File: src/rtl/fetch_pkg.sv
// Shared types and constants for the instruction-fetch stage.
package fetch_pkg;

   typedef enum logic {
      ST_OP  = 1'b0,
      ST_IMM = 1'b1
   } fetch_state_e;

   localparam int OPC_HI = 15;
   localparam int OPC_LO = 11;

   localparam logic [4:0] OPC_NOP = 5'b00000;
   localparam logic [4:0] OPC_ADD = 5'b10011;
   localparam logic [4:0] OPC_LDM = 5'b11010;

   // Bit k set => opcode k is followed by a 16-bit immediate word.
   localparam logic [31:0] NEEDS_IMM_DEFAULT = 32'h0400_0000;
   localparam logic [31:0] RESET_PC_DEFAULT  = 32'h0000_0020;

   function automatic logic [4:0] opcode_of(input logic [15:0] word);
      return word[OPC_HI:OPC_LO];
   endfunction

endpackage

File: src/rtl/fetch_pc_reg.sv
// Program counter with async reset and next-PC select (redirect > stall > +1).
module fetch_pc_reg
   import fetch_pkg::*;
#(
   parameter int                ADDR_W   = 32,
   parameter logic [ADDR_W-1:0] RESET_PC = ADDR_W'(RESET_PC_DEFAULT)
) (
   input  logic              i_clk,
   input  logic              i_rst,
   input  logic              i_stall,
   input  logic              i_redirect,
   input  logic [ADDR_W-1:0] i_redirect_pc,
   output logic [ADDR_W-1:0] o_pc
);

   logic [ADDR_W-1:0] r_pc;
   logic [ADDR_W-1:0] w_pc_nxt;

   // Next-PC select; the increment wraps modulo 2^ADDR_W.
   always_comb begin
      w_pc_nxt = r_pc + ADDR_W'(1);
      if (i_redirect) begin
         w_pc_nxt = i_redirect_pc;
      end else if (i_stall) begin
         w_pc_nxt = r_pc;
      end
   end

   // PC register.
   always_ff @(posedge i_clk or posedge i_rst) begin
      if (i_rst) begin
         r_pc <= RESET_PC;
      end else begin
         r_pc <= w_pc_nxt;
      end
   end

   assign o_pc = r_pc;

endmodule

File: src/rtl/fetch_unit.sv
// Instruction fetch: drives instruction memory, assembles one- and two-word
// instructions and registers them into the IF/ID slot.
//
// state  | meaning
// ST_OP  | current memory word is an opcode word
// ST_IMM | current memory word is the immediate of the opcode held in r_op
module fetch_unit
   import fetch_pkg::*;
#(
   parameter int                ADDR_W    = 32,
   parameter logic [ADDR_W-1:0] RESET_PC  = ADDR_W'(RESET_PC_DEFAULT),
   parameter logic [31:0]       NEEDS_IMM = NEEDS_IMM_DEFAULT
) (
   input  logic              i_clk,
   input  logic              i_rst,
   input  logic              i_stall,
   input  logic              i_redirect,
   input  logic [ADDR_W-1:0] i_redirect_pc,
   output logic [ADDR_W-1:0] o_mem_addr,
   output logic              o_mem_read,
   output logic              o_mem_write,
   output logic              o_mem_cs,
   output logic [15:0]       o_mem_write_data,
   input  logic [15:0]       i_mem_read_data,
   output logic              o_out_valid,
   output logic [15:0]       o_out_instr,
   output logic [15:0]       o_out_imm,
   output logic [ADDR_W-1:0] o_out_pc,
   output logic [ADDR_W-1:0] o_out_pc_next
);

   fetch_state_e      r_state;
   fetch_state_e      w_state_nxt;
   logic [15:0]       r_op;
   logic [ADDR_W-1:0] r_op_pc;
   logic [ADDR_W-1:0] w_pc;
   logic              w_needs_imm;
   logic              w_emit;
   logic              w_capture;
   logic [15:0]       w_emit_instr;
   logic [15:0]       w_emit_imm;
   logic [ADDR_W-1:0] w_emit_pc;

   logic              r_out_valid;
   logic [15:0]       r_out_instr;
   logic [15:0]       r_out_imm;
   logic [ADDR_W-1:0] r_out_pc;
   logic [ADDR_W-1:0] r_out_pc_next;

   fetch_pc_reg #(
      .ADDR_W   (ADDR_W),
      .RESET_PC (RESET_PC)
   ) u_pc (
      .i_clk         (i_clk),
      .i_rst         (i_rst),
      .i_stall       (i_stall),
      .i_redirect    (i_redirect),
      .i_redirect_pc (i_redirect_pc),
      .o_pc          (w_pc)
   );

   assign w_needs_imm = NEEDS_IMM[opcode_of(i_mem_read_data)];

   // Memory is enabled whenever the stage is out of reset; it never writes.
   assign o_mem_addr       = w_pc;
   assign o_mem_cs         = ~i_rst;
   assign o_mem_read       = ~i_rst;
   assign o_mem_write      = 1'b0;
   assign o_mem_write_data = 16'h0000;

   // State register.
   always_ff @(posedge i_clk or posedge i_rst) begin
      if (i_rst) begin
         r_state <= ST_OP;
      end else begin
         r_state <= w_state_nxt;
      end
   end

   // Next state plus capture/emit strobes; redirect wins over stall and IMM.
   always_comb begin
      w_state_nxt = r_state;
      w_emit      = 1'b0;
      w_capture   = 1'b0;
      if (i_redirect) begin
         w_state_nxt = ST_OP;
      end else if (!i_stall) begin
         unique case (r_state)
            ST_OP: begin
               if (w_needs_imm) begin
                  w_state_nxt = ST_IMM;
                  w_capture   = 1'b1;
               end else begin
                  w_emit = 1'b1;
               end
            end
            ST_IMM: begin
               w_state_nxt = ST_OP;
               w_emit      = 1'b1;
            end
         endcase
      end
   end

   // Instruction fields: in IMM the memory word is the immediate, never an opcode.
   always_comb begin
      w_emit_instr = i_mem_read_data;
      w_emit_imm   = 16'h0000;
      w_emit_pc    = w_pc;
      if (r_state == ST_IMM) begin
         w_emit_instr = r_op;
         w_emit_imm   = i_mem_read_data;
         w_emit_pc    = r_op_pc;
      end
   end

   // Holds the opcode word and its address while its immediate is fetched.
   always_ff @(posedge i_clk or posedge i_rst) begin
      if (i_rst) begin
         r_op    <= 16'h0000;
         r_op_pc <= '0;
      end else if (w_capture) begin
         r_op    <= i_mem_read_data;
         r_op_pc <= w_pc;
      end
   end

   // IF/ID output registers; data fields hold while the slot is empty.
   always_ff @(posedge i_clk or posedge i_rst) begin
      if (i_rst) begin
         r_out_valid   <= 1'b0;
         r_out_instr   <= 16'h0000;
         r_out_imm     <= 16'h0000;
         r_out_pc      <= '0;
         r_out_pc_next <= '0;
      end else if (i_redirect) begin
         r_out_valid <= 1'b0;
      end else if (!i_stall) begin
         r_out_valid <= w_emit;
         if (w_emit) begin
            r_out_instr   <= w_emit_instr;
            r_out_imm     <= w_emit_imm;
            r_out_pc      <= w_emit_pc;
            r_out_pc_next <= w_pc + ADDR_W'(1);
         end
      end
   end

   assign o_out_valid   = r_out_valid;
   assign o_out_instr   = r_out_instr;
   assign o_out_imm     = r_out_imm;
   assign o_out_pc      = r_out_pc;
   assign o_out_pc_next = r_out_pc_next;

endmodule

File: config.mk
export PLATFORM = sky130hd
export DESIGN_NAME = fetch_unit
export DESIGN_NICKNAME = d
export VERILOG_FILES = /design/src/rtl/fetch_pkg.sv /design/src/rtl/fetch_pc_reg.sv /design/src/rtl/fetch_unit.sv
export SDC_FILE = /design/constraint.sdc
export NUM_CORES = 1
export LEC_CHECK = 0
export CORE_MARGIN = 2
export CORE_UTILIZATION = 30
export CTS_CLUSTER_DIAMETER = 100
export DETAILED_ROUTE_END_ITERATION = 10
export PLACE_DENSITY = 0.55
export SYNTH_ARGS = -nofsm -noshare
export SYNTH_HDL_FRONTEND = slang
export SYNTH_HIERARCHICAL = 1
export SYNTH_SLANG_ARGS = --single-unit
File: constraint.sdc
create_clock -name i_clk -period 10.65 [get_ports i_clk]
set_input_delay 2.13 -clock i_clk [delete_from_list [all_inputs] [get_ports i_clk]]
set_output_delay 2.13 -clock i_clk [all_outputs]
set_load 0.02 [all_outputs]
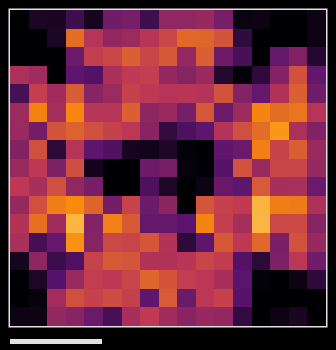
(placement density heat map)
Scale bar: 50 um. 17 x 17 tiles, from black (low) to pale yellow (high), 0 to 100% covered.
densest ninth of the die = middle right
emptiest ninth of the die = center
tiles over 75% full = 1.7%

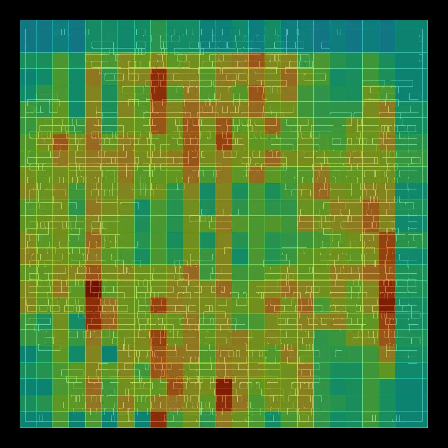
(routing congestion)
busiest grt layer: met2
Final Util: 0.403
met1 Use GR: 0.219
met2 Usage GRT: 0.264

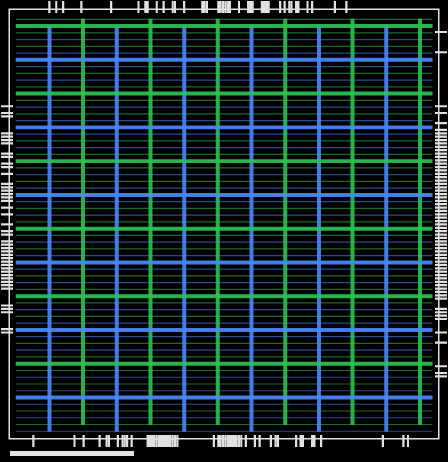
(supply network)
Scale bar: 50 um. Pins as bars on the die edge.
VDD -> green
VSS -> blue
met1 rails = 62
rows = 61
signal pins = 200

==> impl_metrics.tcl <==
# metrics dict for downstream scripts
set metrics [dict create \
    status "finished, final reports clean" \
    vias_per_cell 4.84 \
    r2r_setup_slack_ps 7570 \
    row_count 61 \
    synth_area_per_cell_um2 10.2 \
    met1_length_um 10800 \
    min_from "o_out_imm[4]" \
    startpoint_type "primary input" \
    clkPwrFrac 0.358 \
    routedWlPerCell_um 17.0 \
    hpwl_um 15700 \
    fmax_ghz 0.175 \
    synthCells 832 \
    hold_depth 2 \
    min_period_ps 5720 \
    cts_buffers 17 \
    reg2reg_to "o_out_pc_next[25]" \
    max_stage_delay_ps 670 \
    cts_tree "yes" \
    drc 0 \
    ios 200 \
    crit_path_cell_trace "clkdlybuf4s50_1 -> inv_6 -> clkdlybuf4s50_1" \
    yosysCellCount 832 \
    power_density_nw_per_um2 169 \
    portBuffers 182 \
    antenna_cells 0 \
    r2r-start "u_pc/o_pc[15]" \
    tool_warnings 26 \
    hold_viol_final 0 \
    async_flop_share 1.00 \
    dp_cells 1347 \
    top_area_cell "dfrtp_1" \
    hold_path_end "o_out_imm[4]" \
    instances_no_fill 1379 \
    tns_ps 0 \
    core-area_um2 27900 \
    ys.flops 178 \
    top_layer "met4" \
    wl_met2_um 10900 \
    path_max_fanout 33 \
    vias 6668 \
    p_int_uw 1320 \
    top_cell_area_share 0.521 \
    clkTransAtPathRegs_ps 70 \
    syn-cell-area_um2 8510 \
    postRouteAntennaNets 0 \
    ys_warn_count 6 \
    fillers 2778 \
    syn_to_final_growth_pct 31.9 \
    maxCapViolCount 0 \
    worstRegToRegCells 4 \
    synth_cell_types 52 \
    required_ps 8520 \
    seqPwrFrac 0.444 \
    grt_overflow 0 \
    power_uw 1900 \
    swShare 0.306 \
]
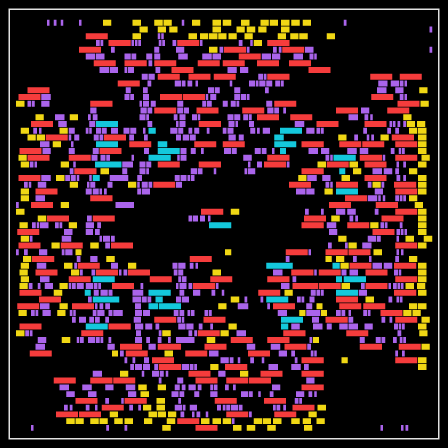
(placement by cell class)
other buffers and delay cells -> yellow  # cells 191
flip-flops -> red  # cells 178
clock drivers and dummy loads -> cyan  # cells 32
all other logic -> purple  # cells 600

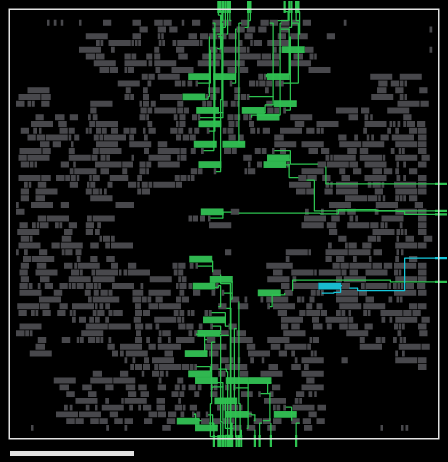
(I/O nets highlighted)
Scale bar: 50 um.
`o_out_valid` -> cyan  # direction output, edge right, end cells 1, wire 59.7 um
`o_out_pc_next` -> green  # direction output, edge 15 bottom, 13 top, 4 right, end cells 32, wire 1,540 um

[logic make-up (layout without fill, tap and decap cells)]
family / after synthesis / after routing / share of synthesized area
simple gates: 303 / 303 / 0.184
flops: 178 / 178 / 0.524
xor+xnor: 29 / 29 / 0.0299
fa+ha+maj: 2 / 2 / 0.00294
mux: 91 / 91 / 0.113
other cells: 1 / 17 / 0.000441
buf+inv: 81 / 234 / 0.0463
compound gates: 147 / 147 / 0.0997
[layout by cell type (no fill, tap or decap), types with 3 or more instances in the layout]
master,n
a21oi_1,3
a31oi_1,29
and2_1,4
and3_1,4
and4_1,5
buf_4,9
bufinv_16,3
clkbuf_16,17
clkdlybuf4s50_1,182
clkinvlp_4,4
conb_1,17
dfrtp_1,176
inv_1,9
inv_6,4
inv_8,3
mux2_2,43
mux2i_1,48
nand2_1,133
nand2b_1,5
nand3_1,35
nand3b_1,3
nand4_1,16
nand4_4,3
nor2_1,33
nor2b_1,4
nor3_1,4
nor4_1,8
o21ai_0,87
o31ai_1,20
or3_1,8
or3_2,3
or4_1,23
xnor2_1,16
xor2_1,13
[registers in the layout, indices dropped and copies added, names as in the netlist]
signal	flops
o_out_pc	32
o_out_pc_next	32
r_op_pc	32
u_pc/o_pc	32
o_out_imm	16
o_out_instr	16
r_op	16
o_out_valid	1
r_state	1
[worst reg2reg max path, stage by stage, from the launching register on]
cell     delay, ps
dfrtp_1        650
nand4_1        710
or4_1          910
or4_1          560
a31oi_1        170
[power by group through the flow]
stage	clock network (uW)	registers, uW	logic (uW)
after global routing	729	858	412
after floorplan	0	904	136
after global placement	0	855	377
final	679	843	376
after detailed placement	0	857	380
after CTS	699	844	381
[worst max-delay path by stage]
stage | depth (start not counted) | end | slack (ps)
floorplan | 2 | o_mem_read | 2750
global placement | 3 | o_mem_read | 4890
detailed placement | 3 | o_mem_cs | 4900
CTS | 3 | o_mem_cs | 4900
global route | 3 | o_mem_cs | 4810
finish | 3 | o_mem_cs | 4930
[final cells by class]
type | count | area [um^2] | area share
flip-flops and latches | 178 | 4460 | 0.397
multi-input cells | 589 | 3730 | 0.332
repair buffers | 191 | 1890 | 0.168
well taps | 378 | 473 | 0.0421
clock buffers | 17 | 425 | 0.0379
clock inverters | 15 | 198 | 0.0176
inverters | 11 | 46.3 | 0.00413
[through the flow]
step / cell area [um^2] / setup slack, ps
2_1_floorplan: 8570 / 2750
3_3_place_gp: 10600 / 4890
3_5_place_dp: 10600 / 4900
4_1_cts: 11200 / 4900
5_1_grt: 11200 / 4810
6_report: 11200 / 4930
[Yosys cell counts, types with 10 or more instances]
library cell,instances
mux2i_1,48
dfrtp_1,177
a31oi_1,29
nand2_1,133
nand4_1,16
mux2_2,43
o21ai_0,87
nand3_1,35
inv_1,10
nor2_1,33
o31ai_1,20
xor2_1,13
or4_1,24
xnor2_1,16
clkbuf_1,45
buf_4,19
[per-layer routing]
layer,up-vias,track usage
li1,3255,-
met1,3227,0.219
met2,172,0.264
met3,14,0.0483
met4,0,0.0365
met5,-,0
